==> config.mk <==
export PLATFORM = sky130hd
export DESIGN_NAME = dmem_arbiter
export DESIGN_NICKNAME = d
export VERILOG_FILES = /design/src/rtl/dmem_arbiter.sv
export SDC_FILE = /design/constraint.sdc
export NUM_CORES = 1
export LEC_CHECK = 0
export CAP_MARGIN = 30
export CELL_PAD_IN_SITES_DETAIL_PLACEMENT = 1
export CELL_PAD_IN_SITES_GLOBAL_PLACEMENT = 2
export CORE_MARGIN = 2
export CORE_UTILIZATION = 25
export DETAILED_ROUTE_END_ITERATION = 16
export PLACE_DENSITY = 0.91
export SKIP_LAST_GASP = 1
export SYNTH_ARGS = -nofsm -noshare
export SYNTH_HDL_FRONTEND = slang
export SYNTH_SLANG_ARGS = --single-unit
==> constraint.sdc <==
create_clock -name clk -period 1.95 [get_ports clk]
set_input_delay 0.39 -clock clk [delete_from_list [all_inputs] [get_ports clk]]
set_output_delay 0.39 -clock clk [all_outputs]
set_load 0.05 [all_outputs]
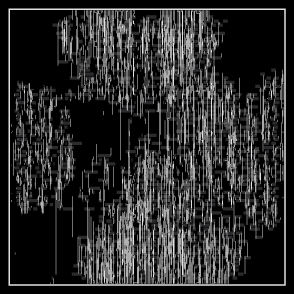
**Above:** run 1 (M2 wires).
(1.5 px per µm) Cells faint in the background.
wire length on this layer = 15700 µm
main direction = vertical
longest straight run = 67.3 µm
WL final: 33100 µm
vias: 7873

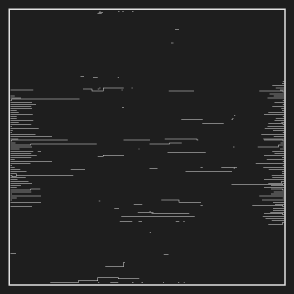
**Above:** run 1 (metal 3).
(1.5 px per µm)
wire length on this layer = 1770 µm
share of all routed wire = 5.4%
nets with wire on the layer = 156
met3 Use GR: 4.31%

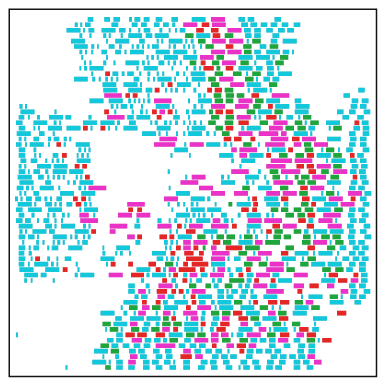
**Above:** run 1 (sizing map).
(2 px per µm)
cyan -> _0 and _1 cells  # cells 841, share 67%
red -> _3 and _4 cells  # cells 136, share 11%
magenta -> _6 and larger  # cells 136, share 11%
green -> _2 cells  # cells 137, share 11%
Final WS setup: -211 ps
Layout area overhead: 71.4%

==> flow_metrics.py, run 1 <==
# Auto-generated metrics
metrics = {
    "cts": {
        "cts.sinks": 168,
        "cts_tree": "built",
    },
    "timing": {
        "finalWorstSetupSlack_ps": -211,
        "fmax_mhz": 463,
        "setup_viol_count_final": 65,
    },
    "synthesis": {
        "yosysUniqueCellTypes": 34,
        "yosys.area.top_type_share_pct": 42.1,
        "yosysTopAreaCell": "dfxtp_1",
    },
    "critical_path": {
        "regToRegSetupSlack_ps": 30,
    },
    "pwr": {
        "swShare_pct": 35.6,
        "p_int_uw": 7680,
    },
    "layout": {
        "drive_gt1_share_pct": 32.7,
        "postLayoutCoreUtil_pct": 43.4,
        "n_fill_cell": 3506,
    },
    "drt": {
        "initialDrtViolationCount": 303,
        "route.detailed.drc": 0,
    },
    "status": {
        "status": "finished, violations left",
        "violations": "setup timing",
    },
    "global_route": {
        "grt_pass1_vias": 8490,
    },
    "floorplan": {
        "die_area_um2": 33400,
    },
}
==> run 1: routing by layer <==
metal  track usage (%)  vias up  routed length, µm
met3              4.31       41               1770
met5                 0        -                  0
met1              24.5     3849              14900
met2              32.1      211              15700
li1                  -     3772                  -
met4              6.75        0                748
==> run 1: power groups by stage <==
stage	logic, µW	registers (µW)	clock network, µW
after floorplan	2020	4300	0
after global placement	3540	4060	0
after detailed placement	3610	4090	0
after CTS	4140	4020	3660
after global routing	4570	4080	3810
final	4330	4040	3550
==> run 1: cell families after synthesis <==
group,count (synthesis),synth area share [%]
flip-flops,168,42.1
AND-OR/OR-AND,209,20.8
AND/OR/NAND/NOR,346,18.0
multiplexers,100,13.0
buffers and inverters,86,6.12
other,1,0.0469
==> run 1: stage by stage <==
stage | TNS [ps] | area (µm²) | setup WS [ps] | hold slack [ps]
after floorplan | -1130 | 8270 | -86.1 | 434
after global placement | -2080 | 12100 | -147 | 441
after detailed placement | -2530 | 12100 | -132 | 448
after CTS | -9110 | 13500 | -190 | 321
after global routing | -13880 | 13700 | -265 | 347
final | -10030 | 13700 | -211 | 327
==> run 1: critical path: stages (launching register included) <==
cell and delay (ps):
dfxtp_4 360, buf_6 120, nor2b_4 170, buf_12 150, buf_16 140, a22oi_2 100
nor2_4 140, buf_12 150
==> run 1: repair_timing <==
item	4_1_cts	5_1_grt
gates cloned	9	4
pin swaps	20	22
setup endpoints to repair	106	131
hold buffers	0	0
setup buffers	22	10
resized	130	39
==> run 1: cell usage in the layout (no fill, tap or decap), types with 4 or more instances in the layout <==
cell	n
buf_16	6
dlygate4sd2_1	42
buf_12	61
a21oi_1	99
nand2_1	194
nor2b_1	10
nor2_4	29
clkdlybuf4s50_1	168
a22oi_2	28
nor2_1	69
nor2b_4	21
nor2_2	4
clkbuf_16	20
a22oi_1	4
mux2_2	30
dfxtp_1	161
dfxtp_4	4
buf_4	71
a211oi_2	67
mux2i_1	67
inv_6	5
buf_6	36
==> run 1: cell type report <==
class | count | area, µm² | share of cell area (%)
Inverter | 2 | 7.51 | 0.0548
Timing Repair Buffer | 390 | 4490 | 32.8
Sequential cell | 168 | 3380 | 24.7
Clock inverter | 13 | 156 | 1.14
Clock buffer | 19 | 443 | 3.23
Tap cell | 402 | 503 | 3.67
Multi-Input combinational cell | 658 | 4720 | 34.4
==> run 2, diff against run 1 <==
Settings changed: CORE_MARGIN 2 to default.
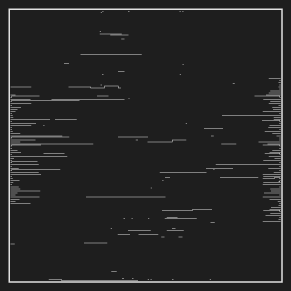
**Above:** run 2 (metal 3).
(1.5 px per µm)
longest straight run = 55.0 µm
share of all routed wire = 5.5%
wire length on this layer = 1740 µm
main direction = horizontal
met3 Use GR: 4.68%
WL final: 31800 µm
vias: 7793

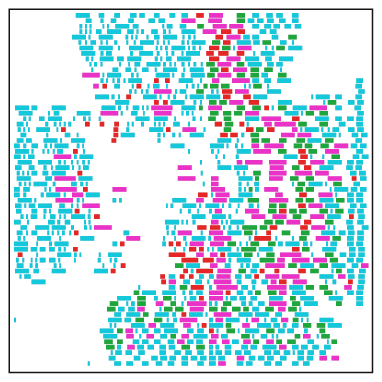
**Above:** run 2 (sizing map).
(2 px per µm)
red -> _3 and _4 cells  # cells 93, share 7.6%
magenta -> _6 and larger  # cells 139, share 11%
cyan -> _0 and _1 cells  # cells 846, share 69%
green -> _2 cells  # cells 150, share 12%
non-clock buffer count: 369
Layout area overhead: 69.1%
final instance area: 13500 µm²
Final WS setup: -201 ps

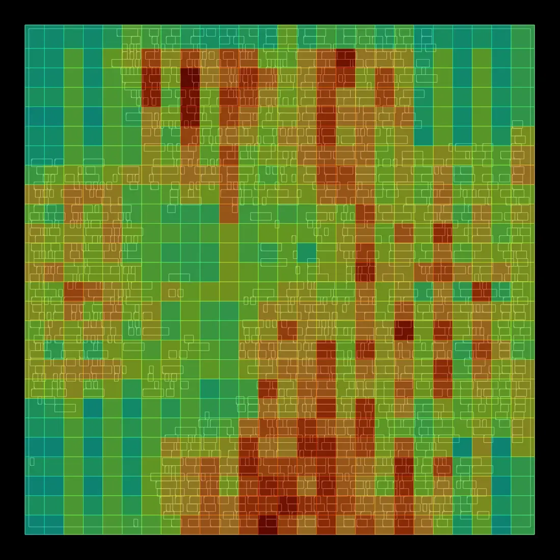
**Above:** run 2 (routing congestion).
GR peak layer: met2
grt met2 use: 30.4%
Util after Layout: 43.0%
Global Route Usage Sum: 18.8%

==> run 2 against run 1 <==
  * The run still ends with setup timing left
  * Critical path depth unchanged
  * Die size down 2.2%
  * Area after synthesis unchanged
  * Final area down 1.4%
  * Routed wire length fell by 3.7%
  * Core utilization fell by 0.48 points
  * Hold slack better by 65 ps
  * Clock power increased by 14%
  * Largest cell class unchanged
  * Highest routed layer unchanged
==> flow_metrics.py, run 2 <==
# Auto-generated metrics
metrics = {
    "placed_design": {
        "placed_cell_area_um2": 12100,
    },
    "critical_path": {
        "critical-path-max-stage-delay_ps": 360,
        "worst-path-buf-inv": 3,
        "crit_chain": "nor2b_4, buf_6, buf_12, a21o_1, a32oi_2, nor2_2, buf_12",
        "cp.arrival_ps": 1760,
        "cpLargestDelayFamily": "buffers and inverters",
        "cp_num_cells": 7,
        "critical-path-slowest-cell": "dfxtp_4",
        "path_common_cell": "buf_12",
    },
    "cts": {
        "cts.sinks": 168,
        "cts_buffer_depth": 2,
        "cts_tree": "built",
    },
    "synthesis": {
        "yosysUniqueCellTypes": 34,
        "area_leaders": "dfxtp_1 42%, a211oi_2 10%, nand2_1 9.2%, mux2i_1 8.4%, a21oi_1 6.2%",
        "netlist_area_um2": 8000,
        "yosys.area.top_type_share_pct": 42.1,
    },
    "layout": {
        "lay_top_count": "nand2_1",
        "drive_gt1_share_pct": 31.1,
        "lay_top_cells": "195 x nand2_1, 168 x clkdlybuf4s50_1, 161 x dfxtp_1, 99 x a21oi_1, 69 x nor2_1",
        "n_fill_cell": 3479,
    },
    "pwr": {
        "p_per_area_nw_per_um2": 896,
    },
    "timing": {
        "fmax_mhz": 465,
        "finalSetupTns_ps": -7780,
        "rsz0062_at_grt": "yes",
        "setup_viol_count_final": 65,
        "finalWorstSetupSlack_ps": -201,
    },
    "floorplan": {
        "die_w_um": 181,
        "die_area_um2": 32700,
    },
    "drt": {
        "initialDrtViolationCount": 346,
        "route.detailed.drc": 0,
    },
    "global_route": {
        "grt_pass1_vias": 8129,
    },
    "status": {
        "violations": "setup timing",
        "status": "finished, violations left",
    },
}
-- run 2: logic make-up after synthesis --
kind of cell | Yosys count | synth area share, %
simple gates | 346 | 18.0
compound gates | 209 | 20.8
flops | 168 | 42.1
mux | 100 | 13.0
buf+inv | 86 | 6.12
other cells | 1 | 0.0469
-- run 2: report_power, final --
| part | internal, µW | switching [µW] | total (µW) |
|---|---|---|---|
| logic | 1760 | 2290 | 4050 |
| registers | 3770 | 271 | 4040 |
| clock network | 2480 | 1550 | 4030 |
-- run 2: worst register-to-register path, stage by stage (launching register included) --
cell,delay [ps]
dfxtp_4,370
buf_6,120
nor3_4,210
buf_6,190
buf_4,130
o21a_4,270
buf_4,270
nor2_1,80
a211oi_2,210
-- run 2: final cells by class --
cell class	instances	area [µm²]	area share, %
Multi-Input combinational cell	657	4620	34.2
Clock buffer	18	439	3.25
Antenna cell	1	2.50	0.0185
Timing Repair Buffer	369	4310	31.9
Inverter	2	7.51	0.0555
Clock inverter	14	259	1.92
Sequential cell	168	3380	25.0
Tap cell	402	503	3.72
-- run 2: stage by stage --
stage	std cells	worst slack (ps)	hold slack, ps
finish	1631	-201	392
global route	1631	-263	383
CTS	1620	-253	373
detailed placement	1571	-137	448
global placement	1571	-41.8	441
floorplan	911	-86.1	434
-- run 2: routing by layer --
metal | wire length (µm) | vias to the layer above | track usage, % | share of wire [%]
met5 | 0 | - | 0 | 0
met4 | 845 | 0 | 7.56 | 2.7
met3 | 1740 | 46 | 4.68 | 5.5
met1 | 14200 | 3784 | 23.9 | 45
li1 | - | 3746 | - | -
met2 | 15100 | 217 | 30.4 | 47
-- run 2: what timing repair did --
action,in CTS,in global routing
setup buffers,12,5
endpoints found under the hold margin,0,0
resized,107,42
cloned,5,7
pin swaps,17,24
setup endpoints to repair,110,71
No activity file was given, so power comes from the tool's default toggle rates.
